## config.mk

```make
export PLATFORM = sky130hd
export DESIGN_NAME = regfile_writeback_flat
export DESIGN_NICKNAME = d
export VERILOG_FILES = /design/src/rtl/regfile_writeback_if.sv /design/src/rtl/regfile_writeback.sv /design/src/flat_wrapper.sv
export SDC_FILE = /design/constraint.sdc
export NUM_CORES = 1
export LEC_CHECK = 0
export CAP_MARGIN = 25
export CORE_MARGIN = 3
export CORE_UTILIZATION = 45
export CTS_CLUSTER_DIAMETER = 200
export CTS_CLUSTER_SIZE = 40
export DETAILED_ROUTE_END_ITERATION = 10
export DONT_BUFFER_PORTS = 1
export GPL_ROUTABILITY_DRIVEN = 0
export PLACE_DENSITY = 0.63
export SETUP_SLACK_MARGIN = 0.02
export SLEW_MARGIN = 20
export SYNTH_ARGS = -nofsm -noshare
export SYNTH_HDL_FRONTEND = slang
export SYNTH_SLANG_ARGS = --single-unit
```

## constraint.sdc

```tcl
create_clock -name clock -period 4.7 [get_ports clock]
set_clock_uncertainty 0.05 [all_clocks]
set_input_delay 0.94 -clock clock [delete_from_list [all_inputs] [get_ports clock]]
set_output_delay 0.94 -clock clock [all_outputs]
set_load 0.02 [all_outputs]
```

## src/rtl/regfile_writeback_if.sv

```systemverilog
// Producer-side result handshake into the writeback block.
// The producer holds in_valid/in_reg/in_data; the block answers with in_ready.
interface regfile_writeback_if;
  logic        in_valid;
  logic        in_ready;
  logic [2:0]  in_reg;
  logic [15:0] in_data;

  modport master (output in_valid, output in_reg, output in_data, input  in_ready);
  modport slave  (input  in_valid, input  in_reg, input  in_data, output in_ready);
endinterface

```

## src/rtl/regfile_writeback.sv

```systemverilog
// Register-file writeback stage: 4-deep result FIFO drained one entry per cycle,
// plus PC-increment arbitration where a write to register 7 takes priority.
module regfile_writeback (
  input  logic               clock,
  input  logic               reset,
  regfile_writeback_if.slave in_if,
  input  logic               pc_step,
  output logic [2:0]         WriteReg,
  output logic [15:0]        WriteData,
  output logic               RegWrite,
  output logic               incr_pc,
  output logic [7:0]         busy,
  output logic [2:0]         count,
  output logic               pc_overrun
);
  localparam logic [2:0] DEPTH = 3'd4;

  typedef struct packed {
    logic [2:0]  rd;
    logic [15:0] data;
  } entry_t;

  entry_t      fifo_q [4];
  logic [1:0]  wr_ptr_q, rd_ptr_q;
  logic [2:0]  count_q, count_d;
  logic        reg_write_q;
  logic [2:0]  write_reg_q;
  logic [15:0] write_data_q;
  logic        incr_pc_q;
  logic        pc_pending_q, pc_pending_d;
  logic        pc_overrun_q, pc_overrun_d;
  logic        push, pop, load_r7, issue_pc;
  entry_t      head;
  logic [7:0]  busy_c;
  logic [1:0]  slot_offs;

  // Ready depends only on registered occupancy and reset, never on in_valid.
  assign in_if.in_ready = ~reset & (count_q != DEPTH);
  assign push           = in_if.in_valid & in_if.in_ready;

  always_comb begin
    head         = fifo_q[rd_ptr_q];
    pop          = (count_q != 3'd0);
    load_r7      = pop & (head.rd == 3'd7);
    issue_pc     = pc_pending_q & ~load_r7;
    // A new step always (re)arms the request, even on the edge that issues.
    pc_pending_d = pc_step | (pc_pending_q & ~issue_pc);
    pc_overrun_d = pc_overrun_q | (pc_step & pc_pending_q & ~issue_pc);
    case ({push, pop})
      2'b10:   count_d = count_q + 3'd1;
      2'b01:   count_d = count_q - 3'd1;
      default: count_d = count_q;
    endcase
  end

  // NOTE: sequential state uses non-blocking assignments so every flop samples pre-edge values.
  always_ff @(posedge clock or posedge reset) begin
    if (reset) begin
      wr_ptr_q     <= '0;
      rd_ptr_q     <= '0;
      count_q      <= '0;
      reg_write_q  <= 1'b0;
      write_reg_q  <= '0;
      write_data_q <= '0;
      incr_pc_q    <= 1'b0;
      pc_pending_q <= 1'b0;
      pc_overrun_q <= 1'b0;
    end else begin
      count_q      <= count_d;
      reg_write_q  <= pop;
      incr_pc_q    <= issue_pc;
      pc_pending_q <= pc_pending_d;
      pc_overrun_q <= pc_overrun_d;
      if (push) wr_ptr_q <= wr_ptr_q + 2'd1;
      if (pop) begin
        rd_ptr_q     <= rd_ptr_q + 2'd1;
        write_reg_q  <= head.rd;
        write_data_q <= head.data;
      end
    end
  end

  // NOTE: FIFO storage is not reset; an entry is only meaningful while count covers its slot.
  always_ff @(posedge clock) begin
    if (push) fifo_q[wr_ptr_q] <= {in_if.in_reg, in_if.in_data};
  end

  // NOTE: busy_c gets a default before the loop so no latch is inferred.
  always_comb begin
    busy_c    = '0;
    slot_offs = '0;
    for (int i = 0; i < 4; i++) begin
      slot_offs = 2'(i) - rd_ptr_q;
      if ({1'b0, slot_offs} < count_q) busy_c[fifo_q[i].rd] = 1'b1;
    end
    if (reg_write_q) busy_c[write_reg_q] = 1'b1;
  end

  assign WriteReg   = write_reg_q;
  assign WriteData  = write_data_q;
  assign RegWrite   = reg_write_q;
  assign incr_pc    = incr_pc_q;
  assign busy       = busy_c;
  assign count      = count_q;
  assign pc_overrun = pc_overrun_q;
endmodule

```

## src/flat_wrapper.sv

```systemverilog
// flat-port wrapper written by rule: the top's interface ports become plain ports
module regfile_writeback_flat 
  (clock, reset, pc_step, WriteReg, WriteData, RegWrite, incr_pc, busy, count, pc_overrun, in_if_in_valid, in_if_in_reg, in_if_in_data, in_if_in_ready);
  regfile_writeback_if in_if_i ();
  input  logic clock;
  input  logic reset;
  input  logic pc_step;
  output logic [2:0] WriteReg;
  output logic [15:0] WriteData;
  output logic RegWrite;
  output logic incr_pc;
  output logic [7:0] busy;
  output logic [2:0] count;
  output logic pc_overrun;
  input wire logic [$bits(in_if_i.in_valid)-1:0] in_if_in_valid;
  input wire logic [$bits(in_if_i.in_reg)-1:0] in_if_in_reg;
  input wire logic [$bits(in_if_i.in_data)-1:0] in_if_in_data;
  output wire logic [$bits(in_if_i.in_ready)-1:0] in_if_in_ready;
  assign in_if_i.in_valid = in_if_in_valid;
  assign in_if_i.in_reg = in_if_in_reg;
  assign in_if_i.in_data = in_if_in_data;
  assign in_if_in_ready = in_if_i.in_ready;
  regfile_writeback u_core (.clock(clock), .reset(reset), .in_if(in_if_i), .pc_step(pc_step), .WriteReg(WriteReg), .WriteData(WriteData), .RegWrite(RegWrite), .incr_pc(incr_pc), .busy(busy), .count(count), .pc_overrun(pc_overrun));
endmodule
```

run_1/layer_met2.png
Scale bar: 20 um.
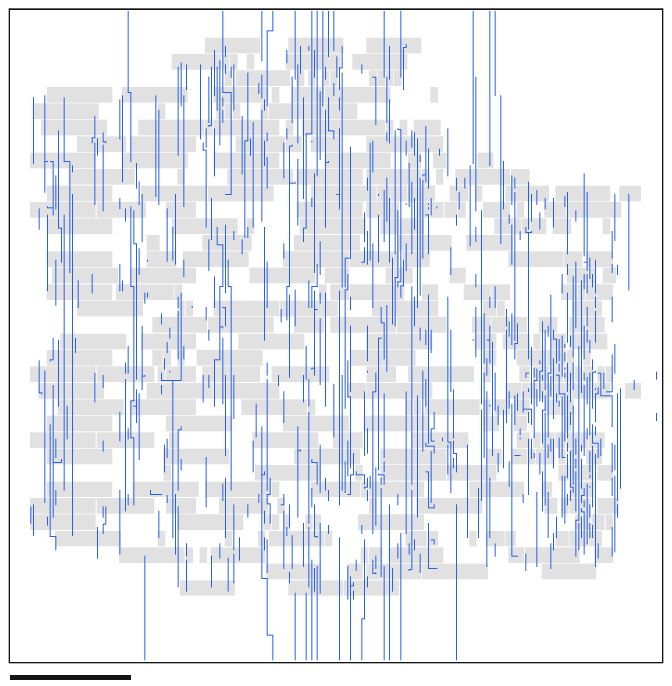
The longest straight run is 56.4 um. 306 nets have wire on it. The wires run mostly vertical. The layer holds 49% of the routed length.
total routed wirelength: 8.86 mm
via total after detailed routing: 2,540
met2 track demand over resource in global routing: 0.270

run_1/congestion.png
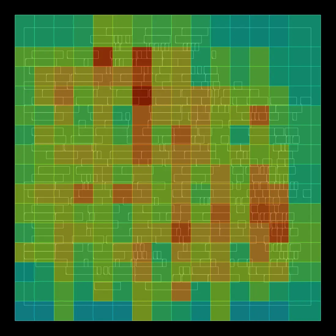
GR peak layer: met2
All-Layer GR Usage: 0.162
detailed-route wire length per cell: 19.3 um
Global Route met3 Usage: 0.0486

run_1/layer_met3.png
Scale bar: 20 um.
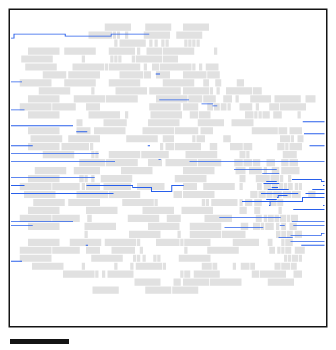
The longest straight run is 45.8 um. 44 nets have wire on it.

run_1/cell_density.png
The die is cut into 11 by 11 equal tiles; white is low, dark blue is high, 0 to 100% covered.
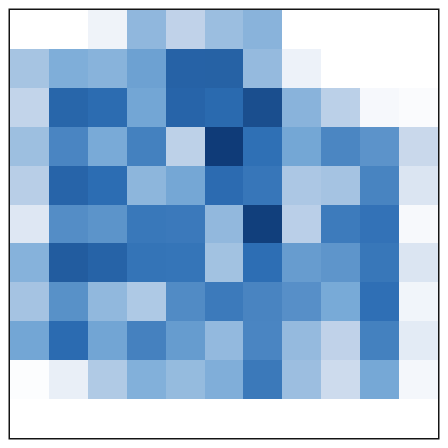
The mean over all tiles is 42%. 12% of the tiles are over 75% full. 17% of the tiles are nearly empty.
Initial Utilization: 0.471
core box area: 0.00991 mm^2
Final Core Density: 0.506

==> flow_summary.rst, run 1 <==
Run summary
-----------

.. list-table::
   :header-rows: 1

   * - Metric
     - Value
   * - Switching part of the total power
     - 0.394
   * - Most used flip-flop cell after synthesis
     - sky130_fd_sc_hd__edfxtp_1
   * - Top cells by area, synth
     - sky130_fd_sc_hd__edfxtp_1 (49%), sky130_fd_sc_hd__dfrtp_1 (16%), sky130_fd_sc_hd__mux4_2 (5.3%), sky130_fd_sc_hd__nand2_1 (4.9%), sky130_fd_sc_hd__mux4_1 (4.5%)
   * - Final global-route overflow total
     - 0
   * - Clock tree from TritonCTS
     - done
   * - Fraction of the cycle the final worst path needs
     - 0.750
   * - Maximum ir drop on the vdd rail
     - about 0.28 mV
   * - Library cell with the largest summed area after synthesis
     - sky130_fd_sc_hd__edfxtp_1
   * - Critical path cell sequence
     - inv_1, ha_1, nor2b_2, a211oi_1, a31oi_1, nand4_1
   * - Clock power share
     - 0.156
   * - End of the worst register-to-register path
     - u_core.count[2]
   * - First-pass GRT wire length
     - between 10 and 15 mm
   * - Finished Layout Cells
     - roughly 460
   * - Result of the run
     - completed
   * - Power in sequential cells
     - between 1.5 and 2 mW
   * - Top cell types by occurrence after synthesis
     - sky130_fd_sc_hd__edfxtp_1 (76), sky130_fd_sc_hd__nand2_1 (61), sky130_fd_sc_hd__dfrtp_1 (30), sky130_fd_sc_hd__inv_1 (16), sky130_fd_sc_hd__mux4_2 (11)
   * - Mapped Cells
     - ~310
   * - Slew at the pin closest to its max-slew limit
     - 0.716 ns
   * - Critical path type
     - flip-flop to output pin
   * - Max Freq
     - ~280 MHz
   * - Post-synth net total
     - between 300 and 400
   * - Top cell area share
     - 0.489
   * - Number of nets with antenna violations after detailed routing
     - 0
   * - Post-Synth Simple-Gate Area
     - 0.124
   * - Worst-path maximum fanout
     - 7
   * - Skew-Pair Late Insertion Delay
     - approximately 0.35 ns
   * - Launching element of the worst setup path
     - u_core.count[1]
   * - Resized Gates After CTS
     - 0
   * - P_comb
     - ~1.1 mW
   * - Crit path depth
     - 6
   * - Die x size
     - between 100 and 150 um
   * - Via density per instance
     - 5.52
   * - Number of warning messages in the yosys log
     - 0
   * - Number of levels in the clock H-tree
     - 3
   * - Number of detailed-routing iterations run before antenna repair
     - 4
   * - Count of standard-cell rows
     - 36
   * - Power group with the largest share
     - registers
   * - Total leakage power
     - 1.90 nW
   * - Via count of the first global-routing pass
     - around 2,600
   * - Most common logic cell in the routed design
     - sky130_fd_sc_hd__edfxtp_1
   * - Multiplexer share
     - 0.103
   * - Number of buffers added by the clock tree synthesis step
     - 9
   * - Slowest Stage Delay on Critical Path
     - about 0.53 ns
   * - Flip-flops with a built-in enable
     - 76
## run 1: cell type report
type                            count  area share
Sequential cell                   106       0.604
Multi-Input combinational cell    178       0.296
Tap cell                          133      0.0332
Clock buffer                       10      0.0254
Timing Repair Buffer               10      0.0202
Inverter                           17      0.0127
Clock inverter                      6     0.00823
## run 1: per-layer routing
metal,track usage,vias up,part of all wire
met1,0.200,1275,0.43
met2,0.270,75,0.49
met3,0.0486,8,0.066
met4,0.0568,0,0.012
li1,-,1182,-
met5,0,-,0
## run 1: state kept, by name, indices dropped and copies added, names as in the netlist
name and count:
u_core.WriteReg 3, u_core.rd_ptr_q 2, u_core.pc_pending_q 1, u_core.incr_pc 1
u_core.count 3, u_core.fifo_q 76, u_core.pc_overrun 1, u_core.RegWrite 1
u_core.wr_ptr_q 2, u_core.WriteData 16
run_1/layer_met1.png
Scale bar: 20 um.
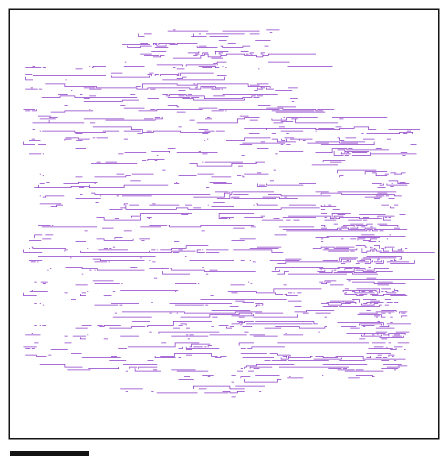

==> run 1 -> run 2 <==
--- a/config.mk
+++ b/config.mk
@@ -13,7 +13,7 @@
 export DETAILED_ROUTE_END_ITERATION = 10
 export DONT_BUFFER_PORTS = 1
 export GPL_ROUTABILITY_DRIVEN = 0
-export PLACE_DENSITY = 0.63
+export PLACE_DENSITY = 0.65
 export SETUP_SLACK_MARGIN = 0.02
 export SLEW_MARGIN = 20
 export SYNTH_ARGS = -nofsm -noshare
==> constraint.sdc (replaced) <==
create_clock -name clock -period 3.1 [get_ports clock]
set_clock_uncertainty 0.05 [all_clocks]
set_input_delay 0.62 -clock clock [delete_from_list [all_inputs] [get_ports clock]]
set_output_delay 0.62 -clock clock [all_outputs]
set_load 0.02 [all_outputs]
run_2/layer_met1.png
Scale bar: 20 um.
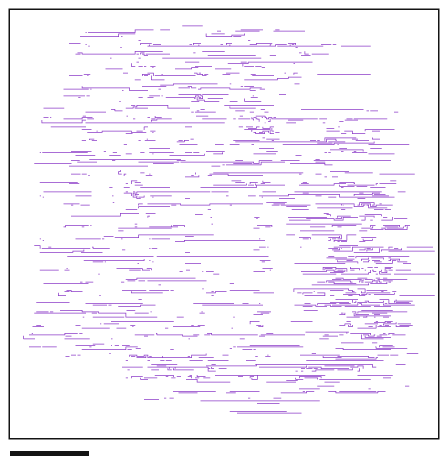
332 nets have wire on it. The longest straight run is 35.0 um.
total routed wirelength: 8.91 mm
via total after detailed routing: 2,576
met1 Usage GRT: 0.197

==> run 2 against run 1 <==
Compared with the run above: register-to-register slack worse by 1.6 ns; clock power up 89%; non-clock buffer count up 4; largest cell class unchanged.
==> flow_summary.rst, run 2 <==
Run summary
-----------

.. list-table::
   :header-rows: 1

   * - Metric
     - Value
   * - Critical path type
     - flip-flop to output pin (unchanged)
   * - Number of buffers added by the clock tree synthesis step
     - 9 (unchanged)
   * - P_comb
     - 1.82 mW (was 1.13 mW)
   * - Library cell with the largest summed area after synthesis
     - sky130_fd_sc_hd__edfxtp_1 (unchanged)
   * - Clk_buf instances
     - 10 (unchanged)
   * - Via count of the first global-routing pass
     - 2,589 (was 2,592)
   * - Count of standard-cell rows
     - 36 (unchanged)
   * - Critical path cell sequence
     - clkinvlp_4, ha_4, and2b_1, a211o_1, nor3b_1, or4_4 (was inv_1, ha_1, nor2b_2, a211oi_1, a31oi_1, nand4_1)
   * - Final global-route overflow total
     - 0 (unchanged)
   * - Non-clock inverters
     - 17 (unchanged)
   * - GR peak layer
     - met2 (unchanged)
   * - Post-synth net total
     - 344 (unchanged)
   * - Maximum ir drop on the vdd rail
     - 0.360 mV (was 0.280 mV)
   * - Skew-Pair Late Insertion Delay
     - 0.35 ns (about the same)
   * - Post-Synth Simple-Gate Area
     - 0.124 (unchanged)
   * - Worst-path maximum fanout
     - 4 (was 7)
   * - Result of the run
     - completed (unchanged)
   * - Sequential share of cell area
     - 0.590 (was 0.604)
   * - Routed length on met3
     - 597 um (was 581 um)
   * - Layout sequential cell count
     - 106 (unchanged)
   * - Slew at the pin closest to its max-slew limit
     - 0.540 ns (was 0.716 ns)
   * - Top cells by area, synth
     - sky130_fd_sc_hd__edfxtp_1 (49%), sky130_fd_sc_hd__dfrtp_1 (16%), sky130_fd_sc_hd__mux4_2 (5.3%), sky130_fd_sc_hd__nand2_1 (4.9%), sky130_fd_sc_hd__mux4_1 (4.5%) (unchanged)
   * - Max Freq
     - between 300 and 400 MHz
   * - TAP cells
     - 133 (unchanged)
   * - Number of warning messages in the yosys log
     - 0 (unchanged)
   * - Power group with the largest share
     - registers (unchanged)
   * - Fraction of the cycle the final worst path needs
     - 0.975
   * - Met2 Wirelength
     - 4.40 mm (was 4.38 mm)
   * - Area share of buffers outside the clock network
     - 0.0204 (was 0.0202)
   * - Via density per instance
     - 5.55 (was 5.52)
   * - Most common logic cell in the routed design
     - sky130_fd_sc_hd__edfxtp_1 (unchanged)
   * - Non-clk bufs
     - 14 (was 10)
   * - Clock power share
     - 0.183 (was 0.156)
   * - Number of levels in the clock H-tree
     - 3 (unchanged)
   * - Detailed-route wire length per cell
     - 19.2 um (was 19.3 um)
   * - Top cell area share
     - 0.489 (unchanged)
   * - Most used flip-flop cell after synthesis
     - sky130_fd_sc_hd__edfxtp_1 (unchanged)
   * - Slowest Stage Delay on Critical Path
     - 0.59 ns (was 0.53 ns)
   * - Cell kind with the greatest summed area
     - registers (unchanged)
   * - Initial Utilization
     - 0.471 (unchanged)
   * - Clock tree from TritonCTS
     - done (unchanged)
   * - Finished Layout Cells
     - 464 (was 460)
   * - Die x size
     - 108 um (unchanged)
   * - Total leakage power
     - 1.94 nW (was 1.90 nW)
run_2/congestion.png
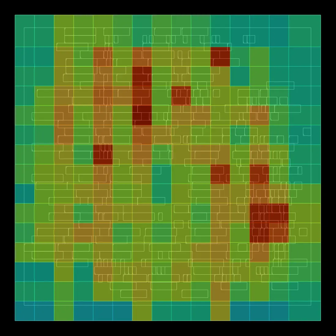
met2 track demand over resource in global routing: 0.261
Global Route met3 Usage: 0.0546
All-Layer GR Usage: 0.161

run 2: cell counts after synthesis:
Identical to the previous run, type by type.
run 2: cells by family after synthesis:
| kind of cell | Yosys count |
|---|---|
| multiplexers | 21 |
| buffers and inverters | 27 |
| adder cells (fa/ha/maj) | 10 |
| flip-flops | 106 |
| AND-OR/OR-AND | 26 |
| XOR/XNOR | 7 |
| AND/OR/NAND/NOR | 114 |
run 2: metrics by stage:
step,setup WS [ns],total power [mW],hold WS (ns)
final,0.0777,5.06,0.188
after global routing,-0.0312,5.39,0.206
after CTS,0.0479,5.03,0.186
after detailed placement,0.285,4.08,0.470
after global placement,0.363,4.02,0.464
after floorplan,0.0221,3.71,0.426
Power is estimated from default activity; no workload was simulated.
